==> run_1/pins.png <==
Drawn at 4 px/um. Pins as bars across the die edge, other pins in grey.
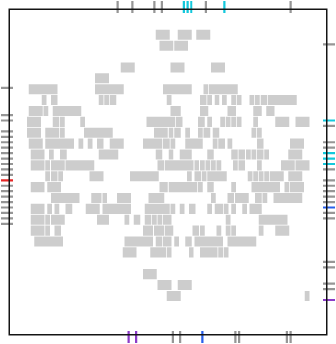
==> run_1/gate_families.png <==
Drawn at 4 px/um.
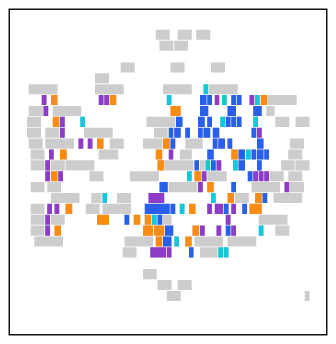
==> run_1/clock_map.png <==
Drawn at 6 px/um.
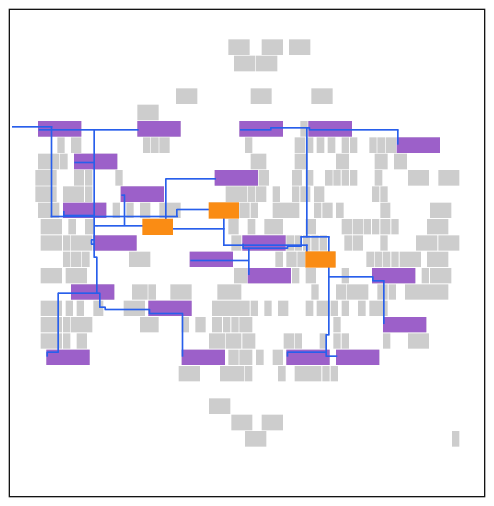
### config.mk
export PLATFORM = sky130hd
export DESIGN_NAME = mem_access_ctrl
export DESIGN_NICKNAME = d
export VERILOG_FILES = /design/src/rtl/mem_access_ctrl.sv
export SDC_FILE = /design/constraint.sdc
export NUM_CORES = 1
export LEC_CHECK = 0
export ABC_AREA = 1
export CORE_AREA = 4 4 75 77
export DETAILED_ROUTE_END_ITERATION = 12
export DIE_AREA = 0 0 79 81
export SLEW_MARGIN = 0
export SYNTH_ARGS = -nofsm -noshare
export SYNTH_HDL_FRONTEND = slang
export SYNTH_SLANG_ARGS = --single-unit
### constraint.sdc
create_clock -name clk -period 2.9 [get_ports clk]
set_input_delay 0.58 -clock clk [delete_from_list [all_inputs] [get_ports clk]]
set_output_delay 0.58 -clock clk [all_outputs]
set_load 0.05 [all_outputs]
### src/rtl/mem_access_ctrl.sv
// Requester for a 256x8 synchronous single-port RAM: single writes, single/burst reads.
// Optional write read-back check with sticky wr_err: define MEM_WR_VERIFY_EN.
module mem_access_ctrl #(
    parameter int ADDR_W = 8,
    parameter int DATA_W = 8,
    parameter int LEN_W  = 2
) (
    input  logic              clk,
    input  logic              rst_n,
    // Handshakes: a transfer happens on a rising clk edge where valid && ready;
    // valid never depends on ready, and an unaccepted beat holds its payload.
    input  logic              req_valid,
    output logic              req_ready,
    input  logic              req_we,
    input  logic [ADDR_W-1:0] req_addr,
    input  logic [DATA_W-1:0] req_wdata,
    input  logic [LEN_W-1:0]  req_len,
    output logic              rsp_valid,
    input  logic              rsp_ready,
    output logic [DATA_W-1:0] rsp_data,
    output logic              rsp_last,
    output logic              mem_we,
    output logic [ADDR_W-1:0] mem_addr,
    output logic [DATA_W-1:0] mem_din,
    input  logic [DATA_W-1:0] mem_dout,
`ifdef MEM_WR_VERIFY_EN
    output logic              wr_err,
`endif
    output logic [2:0]        dbg_state
);

    typedef enum logic [2:0] {
        IDLE    = 3'd0,
        WRITE   = 3'd1,
        RD_ADDR = 3'd2,
        RD_DATA = 3'd3,
        WR_CHK  = 3'd4
    } state_t;

    state_t              state_q;
    logic                mem_we_q;
    logic [ADDR_W-1:0]   addr_q;
    logic [DATA_W-1:0]   din_q;
    logic [LEN_W-1:0]    cnt_q;
`ifdef MEM_WR_VERIFY_EN
    logic                wr_err_q;
`endif

    always_ff @(posedge clk) begin
        if (!rst_n) begin
            state_q  <= IDLE;
            mem_we_q <= 1'b0;
            addr_q   <= '0;
            din_q    <= '0;
            cnt_q    <= '0;
`ifdef MEM_WR_VERIFY_EN
            wr_err_q <= 1'b0;
`endif
        end else begin
            case (state_q)
                IDLE: begin
                    if (req_valid && req_ready) begin
                        addr_q <= req_addr;
                        if (req_we) begin
                            din_q    <= req_wdata;
                            mem_we_q <= 1'b1;
                            state_q  <= WRITE;
                        end else begin
                            mem_we_q <= 1'b0;
                            cnt_q    <= req_len;
                            state_q  <= RD_ADDR;
                        end
                    end
                end
                WRITE: begin
                    mem_we_q <= 1'b0;
`ifdef MEM_WR_VERIFY_EN
                    state_q  <= WR_CHK;
`else
                    state_q  <= IDLE;
`endif
                end
`ifdef MEM_WR_VERIFY_EN
                // Write-first RAM already drives the just-written word here.
                WR_CHK: begin
                    if (mem_dout != din_q) begin
                        wr_err_q <= 1'b1;
                    end
                    state_q <= IDLE;
                end
`endif
                RD_ADDR: begin
                    state_q <= RD_DATA;
                end
                RD_DATA: begin
                    // Address is held while stalled, so the RAM keeps the beat stable.
                    if (rsp_ready) begin
                        if (cnt_q == '0) begin
                            state_q <= IDLE;
                        end else begin
                            addr_q  <= addr_q + 1'b1;
                            cnt_q   <= cnt_q - 1'b1;
                            state_q <= RD_ADDR;
                        end
                    end
                end
                default: begin
                    state_q  <= IDLE;
                    mem_we_q <= 1'b0;
                end
            endcase
        end
    end

    assign req_ready = rst_n && (state_q == IDLE);
    assign rsp_valid = (state_q == RD_DATA);
    assign rsp_last  = (state_q == RD_DATA) && (cnt_q == '0);
    assign rsp_data  = mem_dout;
    assign mem_we    = mem_we_q;
    assign mem_addr  = addr_q;
    assign mem_din   = din_q;
    assign dbg_state = state_q;
`ifdef MEM_WR_VERIFY_EN
    assign wr_err    = wr_err_q;
`endif

endmodule

==> flow_metrics.tcl, run 1 <==
# flow metrics
set metrics [dict create \
    outcome "completed" \
    syn_inst 174 \
    clk_pin_slew_ns 0.08 \
    cp.arrival_ns 2.05 \
    postRouteAntennaNets 0 \
    seqPwrFrac_pct 43.9 \
    yosys-top-cells-count "nor2_1 (34), nand2_1 (29), dfxtp_1 (21)" \
    dp.final_hpwl_mm 2.280 \
    cts_max_path_buffers 2 \
    clock-skew-final_ns 0.0009747 \
    yosysSeqAreaShare_pct 35.26 \
    cp_max_fo 13 \
    via_per_inst 4.172 \
    fin_nets 243 \
    p_per_area_nw_per_um2 445.9 \
    rsz0062_at_grt "no" \
    worstHoldEndpoint "mem_we$_SDFFE_PN0P_" \
    fmax_mhz 380.5 \
    r2r_slack_ns 1.35 \
    ys_seq_elements 21 \
    r2r_cells 10 \
    port_buffers 44 \
    postPlaceCellArea_um2 1633 \
    tritoncts "done" \
    synthFlopType "dfxtp_1" \
    slew_violations 0 \
    internal_power_uw 493.5 \
    fillCellCount 571 \
    numCtsBuffers 3 \
    post_cts_resized 0 \
    synth.distinct_cells 25 \
    dp_slack_ns 0.5374 \
    h-tree-depth 1 \
    wl_met1_mm 1.443 \
    fp_nets 207 \
    switching_share_pct 34.03 \
    worstMarginPinSlew_ns 0.5306 \
    cts_sinks 21 \
    area_delta_synth_final_pct 40.71 \
    synthArstFlopShare_pct 0 \
    top_area_share_pct 35.26 \
    use_met1_pct 12.68 \
    first_global_vias 1089 \
    first_iter_violations 73 \
    wl_per_cell_um 11.15 \
    wl_met3_um 317 \
    core_um2 5010 \
    grt_usage_pct 9.832 \
    p_clk_uw 199 \
    dr.pass1.iters 4 \
    use_met3_pct 4.324 \
    antenna_found_initial 0 \
    num_antenna_cells 0 \
    tns_ns 0 \
    post_cts_buffers 0 \
    worstHoldPathCells 2 \
    hp-class "reg2reg" \
    routed_wl_mm 3.111 \
    log.warning_count 26 \
    fp_util_pct 23.80 \
    yosys_area_um2 1192 \
    routed.top_layer "met4" \
    startpoint "dbg_state[1]$_SDFFE_PN0P_" \
    yosysMostFrequentCell "nor2_1" \
    syn_area_per_cell_um2 6.853 \
    drive_gt1_share_pct 9.091 \
    gr-total-overflow 0 \
    setup_viol 0 \
    switchingPower_uw 254.6 \
    startpoint_type "flop" \
    grt.busiest_layer "met2" \
    worstSetupPathType "reg2out" \
    power-top-group "registers" \
    min-delay-start "mem_we$_SDFFE_PN0P_" \
    yosys-stat-cells 174 \
    p_leak_nw 0.6837 \
    final_area_um2 1678 \
    setup_ws_ns 0.2717 \
    rr_startpoint "cnt_q[0]$_SDFFE_PN0P_" \
    die_w_um 79 \
    ctsHoldBuffers 0 \
    crit_path_end_kind "primary output" \
    seq_cell_power_uw 329 \
    ioPinCount 62 \
    wl_met2_mm 1.335 \
    r2r-end "cnt_q[0]$_SDFFE_PN0P_" \
    gp_congestion 0.7749 \
    clock_latency_ns 0.26 \
    min_period_over_period_pct 90.63 \
    grt_use_met2_pct 15.49 \
    die_h_um 81 \
    cts-root-buf "clkbuf_8" \
    finalHoldViolations 0 \
    edf_count 0 \
    max-cap-violations 0 \
    topCellsByArea "dfxtp_1 (35%), nor2_1 (11%), nand2_1 (9.1%), o21ai_0 (6.3%), buf_4 (5.7%)" \
    p_total_uw 748.1 \
    grt_first_pass_wirelength_mm 4.974 \
    netlist_area_um2 1192 \
    relSlewSlack_pct 64.52 \
    vdd_drop_max_mv 0.2750 \
    endpoint "rsp_valid" \
    chipArea_um2 6399 \
    yosysWarnings 0 \
    yosysTopAreaCell "dfxtp_1" \
    pwr-share-clk_pct 26.6 \
    fin_crit_ns 2.628 \
    vias 1164 \
    rows 26 \
    crit_required_ns 2.32 \
    grt_max_degree 18 \
    pg_comb_uw 220 \
    drc 0 \
    power_frac_comb_pct 29.4 \
]
-- pins.png (at the start) --
Blue is req_len, pins 2, direction input, edge 1 right, 1 bottom. Purple is dbg_state, pins 3, direction output, edge 2 bottom, 1 right. Cyan is mem_addr, pins 8, direction output, edge 4 right, 4 top. Red is rst_n, pins 1, direction input, edge left.
All pins by edge: 22 right, 21 left, 10 top, 9 bottom.

-- gate_families.png (at the start) --
Blue is NAND gates, cells 48, most used nand2_1. Purple is NOR gates, cells 37, most used nor2_1. Cyan is inverters, cells 19, most used inv_1. Orange is inverting AOI/OAI gates, cells 28, most used o21ai_0.
Finished Layout Cells: 279
Top cell excl fill/tap: clkdlybuf4s50_1
combinational share of cell area: 35.50%

-- clock_map.png (at the start) --
Purple is flip-flops, count 21. Orange is cells driving clock nets, count 3. Blue is clock wires, length 343 um.
There are 4 routed clock nets.

-- run 1: sequential cells by signal (all words and copies together) (netlist names) --
register	count
mem_addr	8
mem_din	8
cnt_q	2
dbg_state	2
mem_we	1
-- run 1: cells by family (layout without fill, tap and decap cells) --
kind of cell | after synthesis | after routing | synth area share [%]
AOI/OAI and AO/OA | 29 | 29 | 13.85
xor gates and xnor gates | 1 | 1 | 0.7347
adders and majority gates | 2 | 2 | 2.098
buffers and inverters | 33 | 68 | 14.79
DFF | 21 | 21 | 35.26
other | 1 | 1 | 0.3145
and+or+nand+nor | 87 | 87 | 32.95
-- run 1: stage by stage --
step                      util (%)  cells  hold WS (ns)
after floorplan                  -    174        0.4550
after global placement       32.59    275        0.4572
after detailed placement     32.59    275        0.4703
after CTS                    33.49    279        0.4857
after global routing         33.49    279        0.5094
final                        33.49    279        0.4835
-- run 1: worst max-delay path: stages (launching register included) --
cell and delay (ns):
dfxtp_1 0.50, nand2_2 0.22, inv_2 0.23, clkdlybuf4s50_1 0.84
-- run 1: cell type report --
type	count	area, um2	area share (%)
sequential	21	420.4	25.06
inverter	19	71.32	4.251
tap	70	87.58	5.220
clock buffer	4	45.04	2.685
multi-input combinational	120	595.6	35.50
timing repair buffer	45	457.9	27.29
-- run 1: cells in the final DEF, fill, tap and decap left out --
master	count
o21bai_1	1
inv_1	16
clkbuf_1	1
nor2_4	2
dfxtp_1	21
xnor2_1	1
ha_1	2
o21ai_0	15
a21oi_2	2
a21oi_1	6
nand3_1	12
o211a_1	1
nand2_2	3
or2_2	2
inv_2	3
conb_1	1
nand2_1	29
nor2_2	1
clkbuf_8	3
clkdlybuf4s50_1	43
o211ai_1	2
nand3_4	1
nand4_1	3
o21ai_1	2
buf_4	1
nor2_1	34
buf_12	1
==> run 2, diff against run 1 <==
--- a/config.mk
+++ b/config.mk
@@ -9,6 +9,7 @@
 export CORE_AREA = 4 4 75 77
 export DETAILED_ROUTE_END_ITERATION = 12
 export DIE_AREA = 0 0 79 81
+export SETUP_SLACK_MARGIN = 0.02
 export SLEW_MARGIN = 0
 export SYNTH_ARGS = -nofsm -noshare
 export SYNTH_HDL_FRONTEND = slang
==> run_2/pins.png <==
Drawn at 4 px/um. Pins as bars across the die edge, other pins in grey.
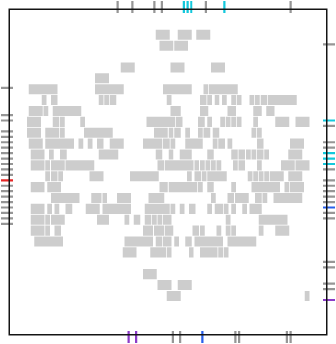
Die Span Y: 81 um
PortBufs: 44

==> run 2 against run 1 <==
Effect of this change: sequential share of layout area is the same; worst hold slack stayed put; sequential power about the same; clock-buffer cell count is the same; via count is the same; critical path depth is the same; area after synthesis stayed put; first-iteration DRC count unchanged; largest power group unchanged.
==> flow_metrics.tcl, run 2 <==
# flow metrics
set metrics [dict create \
    setup_viol 0 \
    drive_gt1_share_pct 9.091 \
    p_clk_uw 199 \
    tritoncts "done" \
    startpoint_type "flop" \
    clock_latency_ns 0.26 \
    area_delta_synth_final_pct 40.71 \
    fin_crit_ns 2.628 \
    chipArea_um2 6399 \
    grt_first_pass_wirelength_mm 4.974 \
    gp_congestion 0.7749 \
    power-top-group "registers" \
    cts_sinks 21 \
    clk_pin_slew_ns 0.08 \
    synth.distinct_cells 25 \
    gr-total-overflow 0 \
    cp.buffers_inverters 2 \
    wl_met2_mm 1.335 \
    dp_cells 275 \
    max_stage_delay_ns 0.84 \
    hp-class "reg2reg" \
    mostFrequentLayoutCells "clkdlybuf4s50_1 (43), nor2_1 (34), nand2_1 (29), dfxtp_1 (21), inv_1 (16)" \
    fin_nets 243 \
    ys_seq_elements 21 \
    lay_top_count "clkdlybuf4s50_1" \
    yosysWarnings 0 \
    fp_util_pct 23.80 \
    ioPinCount 62 \
    netlist_area_um2 1192 \
    wl_met3_um 317 \
    vias 1164 \
    p_total_uw 748.1 \
    path_delay_family "buffers and inverters" \
    crit_path_end_kind "primary output" \
    cp_max_fo 13 \
    pwr-share-clk_pct 26.6 \
    vdd_drop_max_mv 0.2750 \
    path_cells "nand2_2, inv_2, clkdlybuf4s50_1" \
    pg_comb_uw 220 \
    grt_usage_pct 9.832 \
    grt_use_met2_pct 15.49 \
    outcome "completed" \
    yosysTopAreaCell "dfxtp_1" \
    routed.top_layer "met4" \
    synthFlopType "dfxtp_1" \
    via_per_inst 4.172 \
    postRouteAntennaNets 0 \
    yosys-stat-cells 174 \
    top_area_share_pct 35.26 \
    fin_cells 279 \
    fmax_mhz 380.5 \
    internal_power_uw 493.5 \
    first_global_vias 1089 \
    worstHoldPathCells 2 \
    yosys-top-cells-count "nor2_1 (34), nand2_1 (29), dfxtp_1 (21)" \
    antenna_found_initial 0 \
    drc 0 \
    wl_per_cell_um 11.15 \
    p_per_area_nw_per_um2 445.9 \
    topCellsByArea "dfxtp_1 (35%), nor2_1 (11%), nand2_1 (9.1%), o21ai_0 (6.3%), buf_4 (5.7%)" \
    yosys_area_um2 1192 \
    use_met3_pct 4.324 \
    h-tree-depth 1 \
    r2r_cells 10 \
    use_met1_pct 12.68 \
    postPlaceCellArea_um2 1633 \
    tns_ns 0 \
    post_cts_buffers 0 \
    max-cap-violations 0 \
    cpMaxStageDelayCell "clkdlybuf4s50_1" \
    grt.busiest_layer "met2" \
    power_frac_comb_pct 29.4 \
    relSlewSlack_pct 64.52 \
    seq_cell_power_uw 329 \
    core_um2 5010 \
    worstMarginPinSlew_ns 0.5306 \
    slew_violations 0 \
    crit_required_ns 2.32 \
    yosysSeqAreaShare_pct 35.26 \
    final_area_um2 1678 \
    cp.arrival_ns 2.05 \
    first_iter_violations 73 \
    num_antenna_cells 0 \
    yosysMostFrequentCell "nor2_1" \
    syn_inst 174 \
    rsz0062_at_grt "no" \
    post_cts_resized 0 \
    min_period_over_period_pct 90.63 \
    die_w_um 79 \
    grt_max_degree 18 \
    ctsHoldBuffers 0 \
    worstSetupPathType "reg2out" \
    switchingPower_uw 254.6 \
    rows 26 \
    syn_area_per_cell_um2 6.853 \
    log.warning_count 26 \
    wl_met1_mm 1.443 \
    dp.final_hpwl_mm 2.280 \
    clock-skew-final_ns 0.0009747 \
    synthArstFlopShare_pct 0 \
    fp_nets 207 \
    cts_max_path_buffers 2 \
    dr.pass1.iters 4 \
    finalHoldViolations 0 \
    switching_share_pct 34.03 \
    p_leak_nw 0.6837 \
    edf_count 0 \
    cts-root-buf "clkbuf_8" \
    routed_wl_mm 3.111 \
    cp_num_cells 3 \
    seqPwrFrac_pct 43.9 \
]
==> run_2/final_clocks.png <==
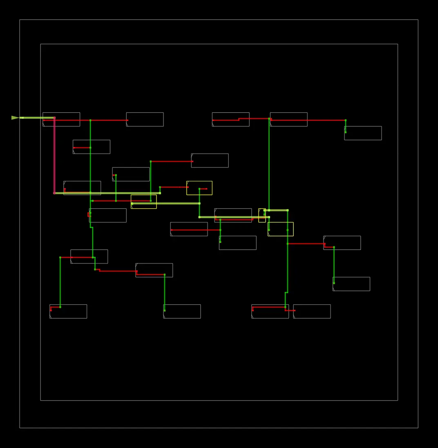
clock buf count: 4
CTS Buf Count: 3

## run 2: path summary, 6_finish.rpt
path / startpoint / end / slack [ns]
hold / removal: mem_we$_SDFFE_PN0P_ / mem_we$_SDFFE_PN0P_ / 0.48
hold reg to reg: mem_we$_SDFFE_PN0P_ / mem_we$_SDFFE_PN0P_ / 0.48
setup / recovery: dbg_state[1]$_SDFFE_PN0P_ / rsp_valid / 0.27
setup reg to reg: cnt_q[0]$_SDFFE_PN0P_ / cnt_q[0]$_SDFFE_PN0P_ / 1.35
## run 2: area by class of cell
| class | count | area (um2) |
|---|---|---|
| repair buffers | 45 | 457.9 |
| well taps | 70 | 87.58 |
| clock buffers | 4 | 45.04 |
| flip-flops and latches | 21 | 420.4 |
| fillers | 571 | 3332 |
| multi-input cells | 120 | 595.6 |
| inverters | 19 | 71.32 |
## run 2: worst reg2reg max path: stages (launching register included)
cell,delay [ns]
dfxtp_1,0.37
inv_1,0.06
ha_1,0.21
inv_1,0.07
nand4_1,0.10
nand2_2,0.23
inv_2,0.13
nor2_2,0.14
nand2_1,0.07
nand2_1,0.05
nor2_1,0.03
## run 2: metrics by stage
stage | utilization [%] | setup WS (ns) | hold WS (ns)
final | 33.49 | 0.2717 | 0.4835
after global routing | 33.49 | 0.1327 | 0.5094
after CTS | 33.49 | 0.2451 | 0.4857
after detailed placement | 32.59 | 0.5374 | 0.4703
after global placement | 32.59 | 0.5952 | 0.4572
after floorplan | - | 0.6082 | 0.4550
## run 2: cells by family after synthesis
family	count (synthesis)	synth area share, %
adder cells (fa/ha/maj)	2	2.098
AND/OR/NAND/NOR	87	32.95
other	1	0.3145
flip-flops	21	35.26
buffers and inverters	33	14.79
AND-OR/OR-AND	29	13.85
XOR/XNOR	1	0.7347
==> run 3, diff against run 2 <==
==> constraint.sdc (replaced) <==
create_clock -name clk -period 2.55 [get_ports clk]
set_input_delay 0.51 -clock clk [delete_from_list [all_inputs] [get_ports clk]]
set_output_delay 0.51 -clock clk [all_outputs]
set_load 0.05 [all_outputs]
==> run_3/metal_stack.png <==
Drawn at 3 px/um. Two of the layers only.
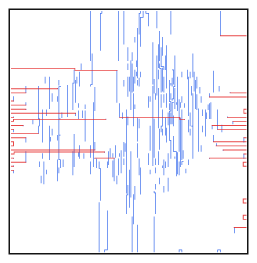
Blue is met2, wire length 1350 um. Red is met3, wire length 352 um.

==> run 3 against run 2 <==
Effect of this change: first-iteration DRC count down 6.8%; clock-buffer cell count down 1; power up 14%; non-clock buffer count unchanged; utilization about the same; critical path depth down 2; die area unchanged; worst setup slack better by 0.12 ns; final cell count unchanged; sequential share of layout area about the same; critical endpoint is now dbg_state[1].
==> flow_metrics.tcl, run 3 <==
# flow metrics
set metrics [dict create \
    syn_inst 174 \
    synth.distinct_cells 25 \
    edf_count 0 \
    grt_max_degree 18 \
    yosys-stat-cells 174 \
    wl_per_cell_um 11.15 \
    whs_ns 0.4690 \
    vias 1153 \
    endpoint "dbg_state[1]" \
    outcome "completed" \
    yosysSeqAreaShare_pct 35.26 \
    use_met3_pct 5.543 \
    core_um2 5010 \
    die_h_um 81 \
    postRouteAntennaNets 0 \
    port_buffers 44 \
    clock-skew-final_ns 0.001604 \
    numCtsBuffers 3 \
    setup_viol 0 \
    fp_nets 207 \
    post_cts_buffers 0 \
    synthArstFlopShare_pct 0 \
    yosysWarnings 0 \
    use_met1_pct 11.83 \
    cp_max_fo 7 \
    grt_usage_pct 9.836 \
    ys_sh_mux_pct 0 \
    top_area_share_pct 35.26 \
    yosys_area_um2 1192 \
    fillCellCount 565 \
    first_global_vias 1137 \
    netlist_area_um2 1192 \
    r2r_cells 10 \
    yosysTopAreaCell "dfxtp_1" \
    drive_gt1_share_pct 10.53 \
    worstSetupPathType "reg2out" \
    num_antenna_cells 0 \
    chipArea_um2 6399 \
    fin_nets 243 \
    cp.arrival_ns 1.64 \
    gp_congestion 0.7527 \
    cpMaxStageDelayCell "clkdlybuf4s50_1" \
    lay_top_count "clkdlybuf4s50_1" \
    via_per_inst 4.133 \
    p_leak_nw 0.6868 \
    max-cap-violations 0 \
    tritoncts "done" \
    yosysMostFrequentCell "nor2_1" \
    crit_path_end_kind "primary output" \
    p_per_area_nw_per_um2 509.1 \
    dp_cells 275 \
    clk_pin_slew_ns 0.08 \
    postPlaceCellArea_um2 1628 \
    startpoint "dbg_state[1]$_SDFFE_PN0P_" \
    relSlewSlack_pct 63.72 \
    ctsHoldBuffers 0 \
    post_cts_resized 0 \
    h-tree-depth 1 \
    comb_area_um2 595.6 \
    rsz0062_at_grt "no" \
    cp.buffers_inverters 1 \
    finalHoldViolations 0 \
    gr-total-overflow 0 \
    xor_share_pct 0.7345 \
    topCellsByArea "dfxtp_1 (35%), nor2_1 (11%), nand2_1 (9.1%), o21ai_0 (6.3%), buf_4 (5.7%)" \
    first_iter_violations 68 \
    mostFrequentLayoutCells "clkdlybuf4s50_1 (41), nor2_1 (34), nand2_1 (29), dfxtp_1 (21), inv_1 (16)" \
    r2r_slack_ns 1.04 \
    startpoint_type "flop" \
    slew_violations 0 \
    syn_area_per_cell_um2 6.853 \
    fmax_mhz 464.3 \
    final_area_um2 1677 \
    clock_latency_ns 0.27 \
    log.warning_count 26 \
    area_delta_synth_final_pct 40.61 \
]
==> run_3/clock_map.png <==
Drawn at 6 px/um.
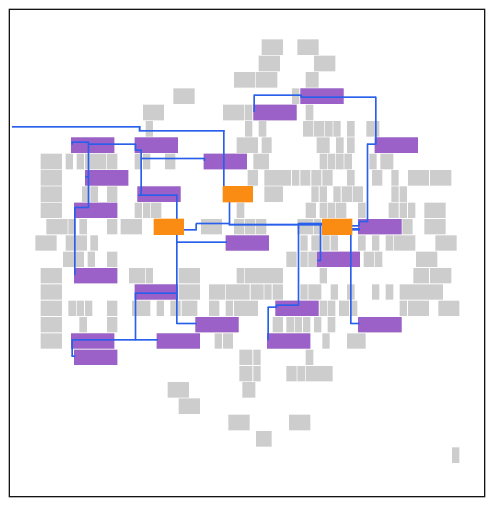
Purple is flip-flops, count 21. Blue is clock wires, length 330 um. Orange is cells driving clock nets, count 3.
There are 4 routed clock nets.

-- run 3: cell counts after synthesis --
No cell type changed its count.
-- run 3: layout make-up --
class / instances / area share [%]
sequential: 21 / 25.07
tap: 70 / 5.224
inverter: 19 / 4.254
clock inverter: 1 / 0.4478
timing repair buffer: 45 / 27.01
multi-input combinational: 120 / 35.52
clock buffer: 3 / 2.463
-- run 3: layer usage --
| metal | routed length, um | vias up |
|---|---|---|
| met5 | 0 | - |
| met4 | 0 | 0 |
| met3 | 352 | 0 |
| met2 | 1352 | 37 |
| met1 | 1404 | 501 |
| li1 | - | 615 |
-- run 3: per-stage QoR --
step	setup WS, ns	utilization, %	power, mW
2_1_floorplan	0.3282	-	0.5687
3_3_place_gp	0.5239	32.49	0.6307
3_5_place_dp	0.4784	32.49	0.6320
4_1_cts	0.3758	33.47	0.8663
5_1_grt	0.3532	33.47	0.8981
6_report	0.3963	33.47	0.8536
-- run 3: how the worst min path moves through the flow --
stage,start,end,slack [ns],depth (start not counted)
final,mem_we$_SDFFE_PN0P_,mem_we$_SDFFE_PN0P_,0.47,2
after global routing,mem_we$_SDFFE_PN0P_,mem_we$_SDFFE_PN0P_,0.49,2
after CTS,mem_we$_SDFFE_PN0P_,mem_we$_SDFFE_PN0P_,0.47,2
after detailed placement,mem_we$_SDFFE_PN0P_,mem_we$_SDFFE_PN0P_,0.46,2
after global placement,mem_we$_SDFFE_PN0P_,mem_we$_SDFFE_PN0P_,0.46,2
after floorplan,cnt_q[1]$_SDFFE_PN0P_,cnt_q[1]$_SDFFE_PN0P_,0.46,2
-- run 3: power breakdown --
| group | switching (mW) | internal (mW) | total [mW] |
|---|---|---|---|
| combinational | 0.149 | 0.0997 | 0.248 |
| clock | 0.121 | 0.111 | 0.231 |
| sequential | 0.0241 | 0.350 | 0.374 |
No activity file was given, so power comes from the tool's default toggle rates.
